Fig. 1: the metal 1 layer
Scale bar: 100 um.
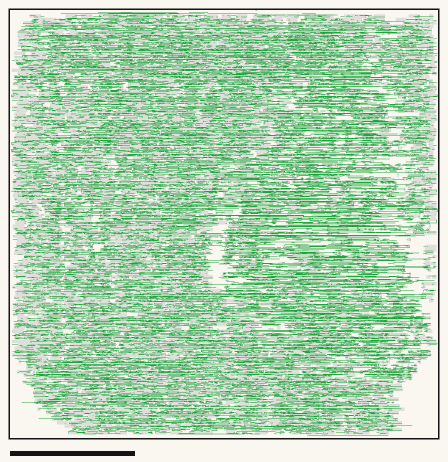
Fig. 2: signal wires on met2
Scale bar: 100 um.
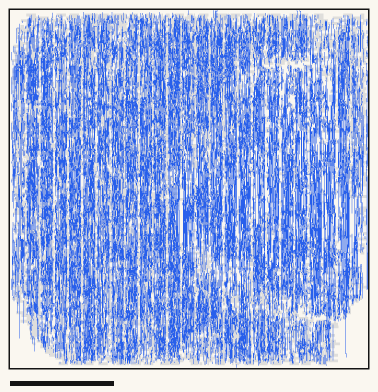
**src/rtl/gppm_pipe.sv**
```systemverilog
// Two-stage pipelined processing unit: register file, ALU, write-back select.
// Ports: clk/rst, instr_* handshake + fields, out_valid/out_ready, gppm_out, isZero.
module gppm_pipe #(
  parameter int DATA_W  = 32,
  parameter int REG_CNT = 32,
  localparam int AW = $clog2(REG_CNT),
  localparam int SW = $clog2(DATA_W)
) (
  input  logic              clk,
  input  logic              rst,
  input  logic              instr_valid,
  output logic              instr_ready,
  input  logic [AW-1:0]     ra1,
  input  logic [AW-1:0]     ra2,
  input  logic [AW-1:0]     wa,
  input  logic [3:0]        operation,
  input  logic              wd_sel,
  input  logic              we,
  input  logic [DATA_W-1:0] immediate,
  output logic              out_valid,
  input  logic              out_ready,
  output logic [DATA_W-1:0] gppm_out,
  output logic              isZero
);

  logic [DATA_W-1:0] rf [REG_CNT];

  logic              s1_valid;
  logic [3:0]        s1_op;
  logic              s1_wd_sel;
  logic              s1_we;
  logic [AW-1:0]     s1_wa;
  logic [DATA_W-1:0] s1_imm;
  logic [DATA_W-1:0] s1_a;
  logic [DATA_W-1:0] s1_b;

  logic              advance;
  logic              fire;
  logic              accept;
  logic              s1_wr;
  logic [DATA_W-1:0] alu;
  logic [DATA_W-1:0] s1_wd;
  logic [DATA_W-1:0] op_a;
  logic [DATA_W-1:0] op_b;
  logic [SW-1:0]     sh;

  assign advance     = !out_valid || out_ready;
  assign fire        = s1_valid && advance;
  assign instr_ready = !s1_valid || advance;
  assign accept      = instr_valid && instr_ready;
  assign s1_wr       = fire && s1_we && (s1_wa != '0);
  assign s1_wd       = s1_wd_sel ? alu : s1_imm;
  assign sh          = s1_b[SW-1:0];

  always_comb begin
    alu = '0;
    case (s1_op)
      4'd0:  alu = s1_a + s1_b;
      4'd1:  alu = s1_a - s1_b;
      4'd2:  alu = s1_a & s1_b;
      4'd3:  alu = s1_a | s1_b;
      4'd4:  alu = s1_a ^ s1_b;
      4'd5:  alu = ~(s1_a | s1_b);
      4'd6:  alu = {{(DATA_W-1){1'b0}},
                    $signed(s1_a) < $signed(s1_b)};
      4'd7:  alu = {{(DATA_W-1){1'b0}}, s1_a < s1_b};
      4'd8:  alu = s1_a << sh;
      4'd9:  alu = s1_a >> sh;
      4'd10: alu = $unsigned($signed(s1_a) >>> sh);
      4'd11: alu = s1_a;
      4'd12: alu = s1_b;
      default: alu = '0;
    endcase
  end

  // The instruction retiring on this edge forwards its write data so a
  // dependent instruction accepted on the same edge needs no bubble.
  always_comb begin
    op_a = '0;
    op_b = '0;
    if (ra1 != '0) op_a = rf[ra1];
    if (ra2 != '0) op_b = rf[ra2];
    if (s1_wr && s1_wa == ra1) op_a = s1_wd;
    if (s1_wr && s1_wa == ra2) op_b = s1_wd;
  end

  always_ff @(posedge clk or posedge rst) begin
    if (rst) begin
      s1_valid  <= 1'b0;
      s1_op     <= '0;
      s1_wd_sel <= 1'b0;
      s1_we     <= 1'b0;
      s1_wa     <= '0;
      s1_imm    <= '0;
      s1_a      <= '0;
      s1_b      <= '0;
    end else if (advance || !s1_valid) begin
      s1_valid <= accept;
      if (accept) begin
        s1_op     <= operation;
        s1_wd_sel <= wd_sel;
        s1_we     <= we;
        s1_wa     <= wa;
        s1_imm    <= immediate;
        s1_a      <= op_a;
        s1_b      <= op_b;
      end
    end
  end

  always_ff @(posedge clk or posedge rst) begin
    if (rst) begin
      out_valid <= 1'b0;
      gppm_out  <= '0;
      isZero    <= 1'b0;
    end else if (fire) begin
      out_valid <= 1'b1;
      gppm_out  <= alu;
      isZero    <= (alu == '0);
    end else if (out_ready) begin
      out_valid <= 1'b0;
    end
  end

  always_ff @(posedge clk or posedge rst) begin
    if (rst) begin
      for (int i = 0; i < REG_CNT; i++) rf[i] <= '0;
    end else if (s1_wr) begin
      rf[s1_wa] <= s1_wd;
    end
  end

endmodule

```
**config.mk**
```make
export PLATFORM = sky130hd
export DESIGN_NAME = gppm_pipe
export DESIGN_NICKNAME = d
export VERILOG_FILES = /design/src/rtl/gppm_pipe.sv
export SDC_FILE = /design/constraint.sdc
export NUM_CORES = 2
export LEC_CHECK = 0
export CAP_MARGIN = 40
export CORE_UTILIZATION = 60
export DETAILED_ROUTE_END_ITERATION = 10
export PLACE_DENSITY = 0.78
export SYNTH_ARGS = -nofsm -noshare
export SYNTH_HDL_FRONTEND = slang
export SYNTH_SLANG_ARGS = --single-unit
```
**constraint.sdc**
```tcl
create_clock -name clk -period 65.8 [get_ports clk]
set_clock_uncertainty 0.05 [all_clocks]
set_input_delay 19.74 -clock clk [delete_from_list [all_inputs] [get_ports clk]]
set_output_delay 19.74 -clock clk [all_outputs]
set_load 0.01 [all_outputs]
```
==> flow_metrics.env <==
# implementation run metrics
export IMPL_max_stage_delay_ns=0.58
export IMPL_power_group_top="sequential cells"
export IMPL_layout_nets=7244
export IMPL_wl_met1_um=99130
export IMPL_fin_tns_setup_ns=0
export IMPL_cts_root_buffer="clkbuf_16"
export IMPL_crit_required_ns=46.01
export IMPL_status="complete, no violations"
export IMPL_synth_cells=7404
export IMPL_ys_types=104
export IMPL_dr_pass1_iters=9
export IMPL_swShare_pct=37.39
export IMPL_grt_pass1_vias=60590
export IMPL_pg_seq_uw=983
export IMPL_inv_count=107
export IMPL_max_slew_margin_pct=22.76
export IMPL_logic_family="multiplexers"
export IMPL_p_total_mw=2.503
export IMPL_slowest_stage="clkdlybuf4s50_1"
export IMPL_synthXorXnorAreaFrac_pct=0.2754
export IMPL_finalNonFillerCells=8706
export IMPL_buffers=315
export IMPL_postLayoutSetupSlackWorst_ns=24.99
export IMPL_post_synth_top_area_fraction_pct=41.71
export IMPL_synth_area_leader_cell="dfrtp_1"
export IMPL_cts_setup_buffers=0
export IMPL_p_clk_uw=721
export IMPL_synth_flops=1166
export IMPL_reg2reg_setup_slack_ns=59.41
export IMPL_r2r_end="s1_b[21]"
export IMPL_async_reset_ff_share_pct=100.0
export IMPL_fp_util_pct=60.85
export IMPL_gr_usage_met1_pct=59.77
export IMPL_fillers=8880
export IMPL_drtIter0Drc=8789
export IMPL_comb_power_uw=799
export IMPL_min_from="rf[1022]"
export IMPL_avgRoutedWirePerCell_um=31.42
export IMPL_dr_max_layer_used="met5"
export IMPL_clk_latency_ns=0.78
export IMPL_syn_mean_instance_area_um2=9.449
export IMPL_hold_class="reg -> reg"
export IMPL_largest_cell_class="multi-input combinational cells"
export IMPL_ys_sh_adder_pct=1.792
export IMPL_simple_gate_share_pct=12.70
export IMPL_pwr_density_cell_nw_per_um2=32.70
export IMPL_cp_common_cell="clkdlybuf4s50_1"
export IMPL_finalHoldViolCount=0
export IMPL_ctsHoldBuffers=0
export IMPL_yosys_warnings=0
export IMPL_mi_logic_area_um2=37640
export IMPL_syn_to_final_growth_pct=9.404
export IMPL_switchingPower_uw=935.8
export IMPL_grtUsageTotal_pct=46.32
export IMPL_top_register="rf"
export IMPL_clkbuf_count=176
export IMPL_whs_path_depth=0
export IMPL_yosys_most_used_dff="dfrtp_1"
export IMPL_crit_start="out_ready"
export IMPL_dpl_worst_slack_ns=25.00
export IMPL_hold_slack_ns=0.3542
export IMPL_seqCellArea_um2=29190
export IMPL_drtAntennaViolNets=0
export IMPL_warning_count=95
export IMPL_slew_viol_final=0
export IMPL_clockBufferDepth=3
export IMPL_buf_share_pct=4.210
export IMPL_postPlaceCellArea_um2=72310
export IMPL_seq_cells=1166
Back to the opening pictures, Fig. 1:
6800 nets have wire on it. The layer holds 36% of the routed length.

Back to the opening pictures, Fig. 2:
The layer holds 43% of the routed length. The longest straight run is 123 um.

